**src/rtl/issue_queue_pkg.sv**
```systemverilog
// Shared types for the decode-to-issue queue: field widths, entry layout, NOP opcode.
package sparc_pkg;
  localparam int REG_W = 5;
  localparam int OP_W  = 6;

  localparam logic [OP_W-1:0] OPTYPE_NOP = 6'b000000;

  typedef struct packed {
    logic [REG_W-1:0] reg_1;
    logic [REG_W-1:0] reg_2;
    logic [REG_W-1:0] reg_3;
    logic [OP_W-1:0]  operator_type;
  } iq_entry_t;
endpackage

```
**src/rtl/issue_queue_if.sv**
```systemverilog
// Decode-side push and issue-side pop handshakes for issue_queue, plus flush and occupancy.
interface issue_queue_if #(parameter int DEPTH = 4);
  import sparc_pkg::*;

  logic                   flush;
  logic                   in_valid;
  logic                   in_ready;
  logic [REG_W-1:0]       in_reg_1;
  logic [REG_W-1:0]       in_reg_2;
  logic [REG_W-1:0]       in_reg_3;
  logic [OP_W-1:0]        in_operator_type;
  logic                   out_valid;
  logic                   out_ready;
  logic [REG_W-1:0]       out_reg_1;
  logic [REG_W-1:0]       out_reg_2;
  logic [REG_W-1:0]       out_reg_3;
  logic [OP_W-1:0]        out_operator_type;
  logic [$clog2(DEPTH):0] count;

  modport master (
    output flush, in_valid, in_reg_1, in_reg_2, in_reg_3, in_operator_type, out_ready,
    input  in_ready, out_valid, out_reg_1, out_reg_2, out_reg_3, out_operator_type, count
  );

  modport slave (
    input  flush, in_valid, in_reg_1, in_reg_2, in_reg_3, in_operator_type, out_ready,
    output in_ready, out_valid, out_reg_1, out_reg_2, out_reg_3, out_operator_type, count
  );
endinterface

```
**src/rtl/issue_queue_storage.sv**
```systemverilog
// iq_storage: DEPTH-entry register file, one write port, asynchronous read, cleared on reset.
module iq_storage
  import sparc_pkg::*;
#(
  parameter int DEPTH = 4,
  localparam int PW = $clog2(DEPTH)
) (
  input  logic          clk,
  input  logic          reset,
  input  logic          we,
  input  logic [PW-1:0] waddr,
  input  iq_entry_t     wdata,
  input  logic [PW-1:0] raddr,
  output iq_entry_t     rdata
);
  iq_entry_t mem [DEPTH];

  for (genvar i = 0; i < DEPTH; i++) begin : g_ent
    always_ff @(posedge clk or posedge reset) begin
      if (reset)                           mem[i] <= '0;
      else if (we && waddr == PW'(i))      mem[i] <= wdata;
    end
  end

  assign rdata = mem[raddr];
endmodule

```
**src/rtl/issue_queue.sv**
```systemverilog
// In-order circular issue queue between decode and the Tomasulo allocator.
// Define ISSUE_QUEUE_BYPASS_EN to let an empty queue pass input straight to output.
module issue_queue
  import sparc_pkg::*;
#(
  parameter int DEPTH = 4
) (
  input logic          clk,
  input logic          reset,
  issue_queue_if.slave q
);
  localparam int PW = $clog2(DEPTH);
  localparam int CW = PW + 1;

  logic [PW-1:0] wr_ptr, rd_ptr;
  logic [CW-1:0] cnt;
  logic          empty, push, pop, byp;
  iq_entry_t     in_ent, head;

  assign in_ent = '{reg_1: q.in_reg_1, reg_2: q.in_reg_2, reg_3: q.in_reg_3,
                    operator_type: q.in_operator_type};

  assign empty      = (cnt == '0);
  // Ready depends only on registered occupancy, so a pop never frees a slot same-cycle.
  assign q.in_ready = (cnt != CW'(DEPTH));
  assign q.count    = cnt;

`ifdef ISSUE_QUEUE_BYPASS_EN
  assign byp         = empty && q.in_valid && q.out_ready && !q.flush;
  assign q.out_valid = empty ? q.in_valid : 1'b1;
  iq_entry_t out_ent;
  assign out_ent     = (empty && q.in_valid) ? in_ent : head;
`else
  assign byp         = 1'b0;
  assign q.out_valid = !empty;
  iq_entry_t out_ent;
  assign out_ent     = head;
`endif

  assign q.out_reg_1         = out_ent.reg_1;
  assign q.out_reg_2         = out_ent.reg_2;
  assign q.out_reg_3         = out_ent.reg_3;
  assign q.out_operator_type = out_ent.operator_type;

  // A bypassed instruction is consumed without touching pointers or storage.
  assign push = q.in_valid && q.in_ready && !byp && !q.flush;
  assign pop  = !empty && q.out_ready && !q.flush;

  always_ff @(posedge clk or posedge reset) begin
    if (reset) begin
      wr_ptr <= '0;
      rd_ptr <= '0;
      cnt    <= '0;
    end else if (q.flush) begin
      wr_ptr <= '0;
      rd_ptr <= '0;
      cnt    <= '0;
    end else begin
      if (push) wr_ptr <= wr_ptr + 1'b1;
      if (pop)  rd_ptr <= rd_ptr + 1'b1;
      cnt <= cnt + CW'(push) - CW'(pop);
    end
  end

  iq_storage #(.DEPTH(DEPTH)) u_store (
    .clk   (clk),
    .reset (reset),
    .we    (push),
    .waddr (wr_ptr),
    .wdata (in_ent),
    .raddr (rd_ptr),
    .rdata (head)
  );
endmodule

```
**src/flat_wrapper.sv**
```systemverilog
// flat-port wrapper written by rule: the top's interface ports become plain ports
module issue_queue_flat import sparc_pkg::*;
#(
  parameter int DEPTH = 4
)
  (clk, reset, q_flush, q_in_valid, q_in_reg_1, q_in_reg_2, q_in_reg_3, q_in_operator_type, q_out_ready, q_in_ready, q_out_valid, q_out_reg_1, q_out_reg_2, q_out_reg_3, q_out_operator_type, q_count);
  issue_queue_if #(.DEPTH(DEPTH)) q_i ();
  input logic clk;
  input logic reset;
  input wire logic [$bits(q_i.flush)-1:0] q_flush;
  input wire logic [$bits(q_i.in_valid)-1:0] q_in_valid;
  input wire logic [$bits(q_i.in_reg_1)-1:0] q_in_reg_1;
  input wire logic [$bits(q_i.in_reg_2)-1:0] q_in_reg_2;
  input wire logic [$bits(q_i.in_reg_3)-1:0] q_in_reg_3;
  input wire logic [$bits(q_i.in_operator_type)-1:0] q_in_operator_type;
  input wire logic [$bits(q_i.out_ready)-1:0] q_out_ready;
  output wire logic [$bits(q_i.in_ready)-1:0] q_in_ready;
  output wire logic [$bits(q_i.out_valid)-1:0] q_out_valid;
  output wire logic [$bits(q_i.out_reg_1)-1:0] q_out_reg_1;
  output wire logic [$bits(q_i.out_reg_2)-1:0] q_out_reg_2;
  output wire logic [$bits(q_i.out_reg_3)-1:0] q_out_reg_3;
  output wire logic [$bits(q_i.out_operator_type)-1:0] q_out_operator_type;
  output wire logic [$bits(q_i.count)-1:0] q_count;
  assign q_i.flush = q_flush;
  assign q_i.in_valid = q_in_valid;
  assign q_i.in_reg_1 = q_in_reg_1;
  assign q_i.in_reg_2 = q_in_reg_2;
  assign q_i.in_reg_3 = q_in_reg_3;
  assign q_i.in_operator_type = q_in_operator_type;
  assign q_i.out_ready = q_out_ready;
  assign q_in_ready = q_i.in_ready;
  assign q_out_valid = q_i.out_valid;
  assign q_out_reg_1 = q_i.out_reg_1;
  assign q_out_reg_2 = q_i.out_reg_2;
  assign q_out_reg_3 = q_i.out_reg_3;
  assign q_out_operator_type = q_i.out_operator_type;
  assign q_count = q_i.count;
  issue_queue #(.DEPTH(DEPTH)) u_core (.clk(clk), .reset(reset), .q(q_i));
endmodule
```
**config.mk**
```make
export PLATFORM = sky130hd
export DESIGN_NAME = issue_queue_flat
export DESIGN_NICKNAME = d
export VERILOG_FILES = /design/src/rtl/issue_queue_pkg.sv /design/src/rtl/issue_queue_if.sv /design/src/rtl/issue_queue_storage.sv /design/src/rtl/issue_queue.sv /design/src/flat_wrapper.sv
export SDC_FILE = /design/constraint.sdc
export NUM_CORES = 1
export LEC_CHECK = 0
export CAP_MARGIN = 25
export CORE_MARGIN = 10
export CORE_UTILIZATION = 48
export DETAILED_ROUTE_END_ITERATION = 7
export GPL_TIMING_DRIVEN = 0
export MAX_ROUTING_LAYER = met4
export PLACE_DENSITY = 0.71
export SLEW_MARGIN = 20
export SYNTH_ARGS = -nofsm -noshare
export SYNTH_HDL_FRONTEND = slang
export SYNTH_HIERARCHICAL = 1
export SYNTH_SLANG_ARGS = --single-unit
```
**constraint.sdc**
```tcl
create_clock -name clk -period 3.5 [get_ports clk]
set_input_delay 0.35 -clock clk [delete_from_list [all_inputs] [get_ports clk]]
set_output_delay 0.35 -clock clk [all_outputs]
set_load 0.02 [all_outputs]
```
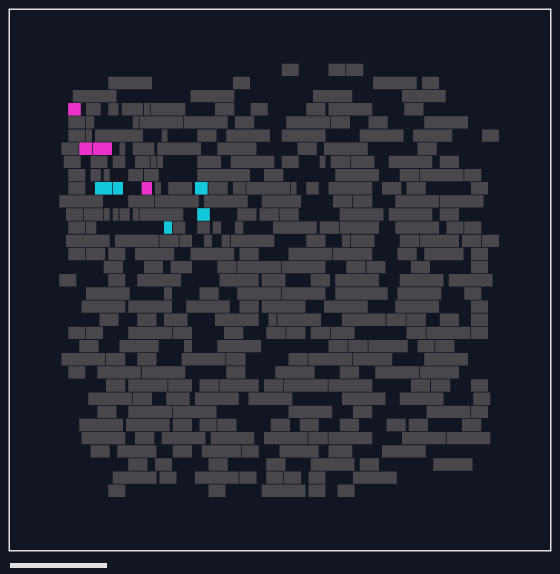
**Above:** gate-type map.
Bar = 20 um.
AND and OR gates: shown in magenta, cells 4, where top left. NAND gates: shown in cyan, cells 5.
fraction of area in multi-input gates: 33.9%
highest-count logic cell in the final layout: dfrtp_1
Post-Layout Cell Count: 417

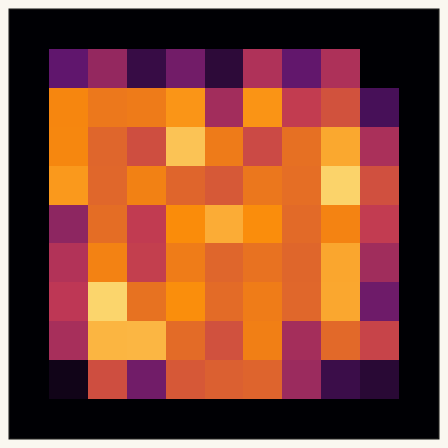
**Above:** cell area per tile.
11 x 11 tiles, from black (low) to pale yellow (high), 0 to 100% covered.
34% of the tiles are nearly empty. The fullest tile reaches 91%. The densest ninth of the die: middle. 12% of the tiles are over 75% full. The mean over all tiles is 38%.
fp_density: 49.3%
final standard cell utilization of the core: 60.2%

==> impl_metrics.yaml <==
# yosys + openroad results
outcome:
  status: "complete, no violations"
grt:
  via_count_of_the_first_global_routing_pass: 2526
  grtUsageTotal_pct: 13.7
  grt.met2_usage_pct: 21.1
  groute.layer.met3.usage_pct: 2.84
  global_route_wire_length_before_repair_um: 13300
power:
  power.switching_fraction_pct: 30.6
  power_drawn_by_the_combinational_cells_uw: 1790
  internal_power_uw: 2990
  seq_power_share_pct: 40.7
  sequentialPower_uw: 1760
  p_total_uw: 4320
  share_comb_of_total_power_pct: 41.5
timing:
  final.period_utilization_pct: 76.8
  setup_viol: 0
  timing.max_slew.rel_slack_pct: 54.2
  rsz0062_at_grt: "no"
  max_slew.worst_pin.slew_ns: 0.688
  setup-tns-final_ns: 0
  hold_ws_ns: 0.328
  maxSlewViolCount: 0
  report.final.hold_viol_count: 0
  max_freq_mhz: 372
  fin_ws_ns: 0.812
cts:
  ctsHtreeMaxLevel: 3
  cts_root_buffer: "clkbuf_8"
  cts-hold-fix-buffers: 0
  numCtsBuffers: 9
  tritoncts: "done"
critical_path:
  ff2ff_path_depth: 11
  reg2reg_slack_ns: 0.96
  timing.critical_path.required_ns: 3.15
  reg2reg_from: "u_core/q.count[1]"
  depth_of_the_critical_timing_path_with_buffers_and_inverters_included: 3
  path_buffers: 2
  worst_path_dominant_cell_family: "buffers and inverters"
placed_design:
  placement.io_buffers: 51
  detailedPlacementHpwl_um: 5600
  place_congestion: 0.719
yosys:
  post_synth_main_area_contributors: "dfrtp_1, mux2_2, mux4_2, buf_2, buf_4"
  mappedNetlistArea_um2: 4030
  synth_compound_gate_area_share_pct: 0.403
  largest_area_cell: "dfrtp_1"
  synth.avg_cell_area_um2: 16.5
  xor_share_pct: 0.652
  synth.top_cells.by_count: "dfrtp_1, mux2_2, mux4_2"
  synth.yosys.warnings: 6
  netlist_instances: 245
  flop_cell: "dfrtp_1"
  synth.mux.area_fraction_pct: 35.8
  synth_simple_gate_area_share_pct: 3.35
  yosys_stat_area_um2: 4030
  synthDominantCellAreaShare_pct: 56.5
route:
  wl_met1_um: 3720
  antenna_left: 0
  detail_route.wl_per_cell_um: 19.4
  first_pass_iters: 4
  met2WireLength_um: 4000
  avgViaCountPerCell: 5.43
layout:
  non_clock_buffer_area_share_pct: 12.4
  seqCellArea_um2: 2280
  area.share.sequential_pct: 46.3
  layout.non_clock_buffers: 65
  biggestCellCategory: "sequential cells"
  layout_top_cells: "dfrtp_1, mux2_2, clkdlybuf4s50_1, mux4_2, clkbuf_8"
  layout.non_clock_inverters: 4
  mi_logic_area_um2: 1670
  drive_gt1_share_pct: 44.6
job:
  warnings: 26
worst_hold_path:
  holdCritPathClass: "input port to async pin"
Power is estimated from default activity; no workload was simulated.
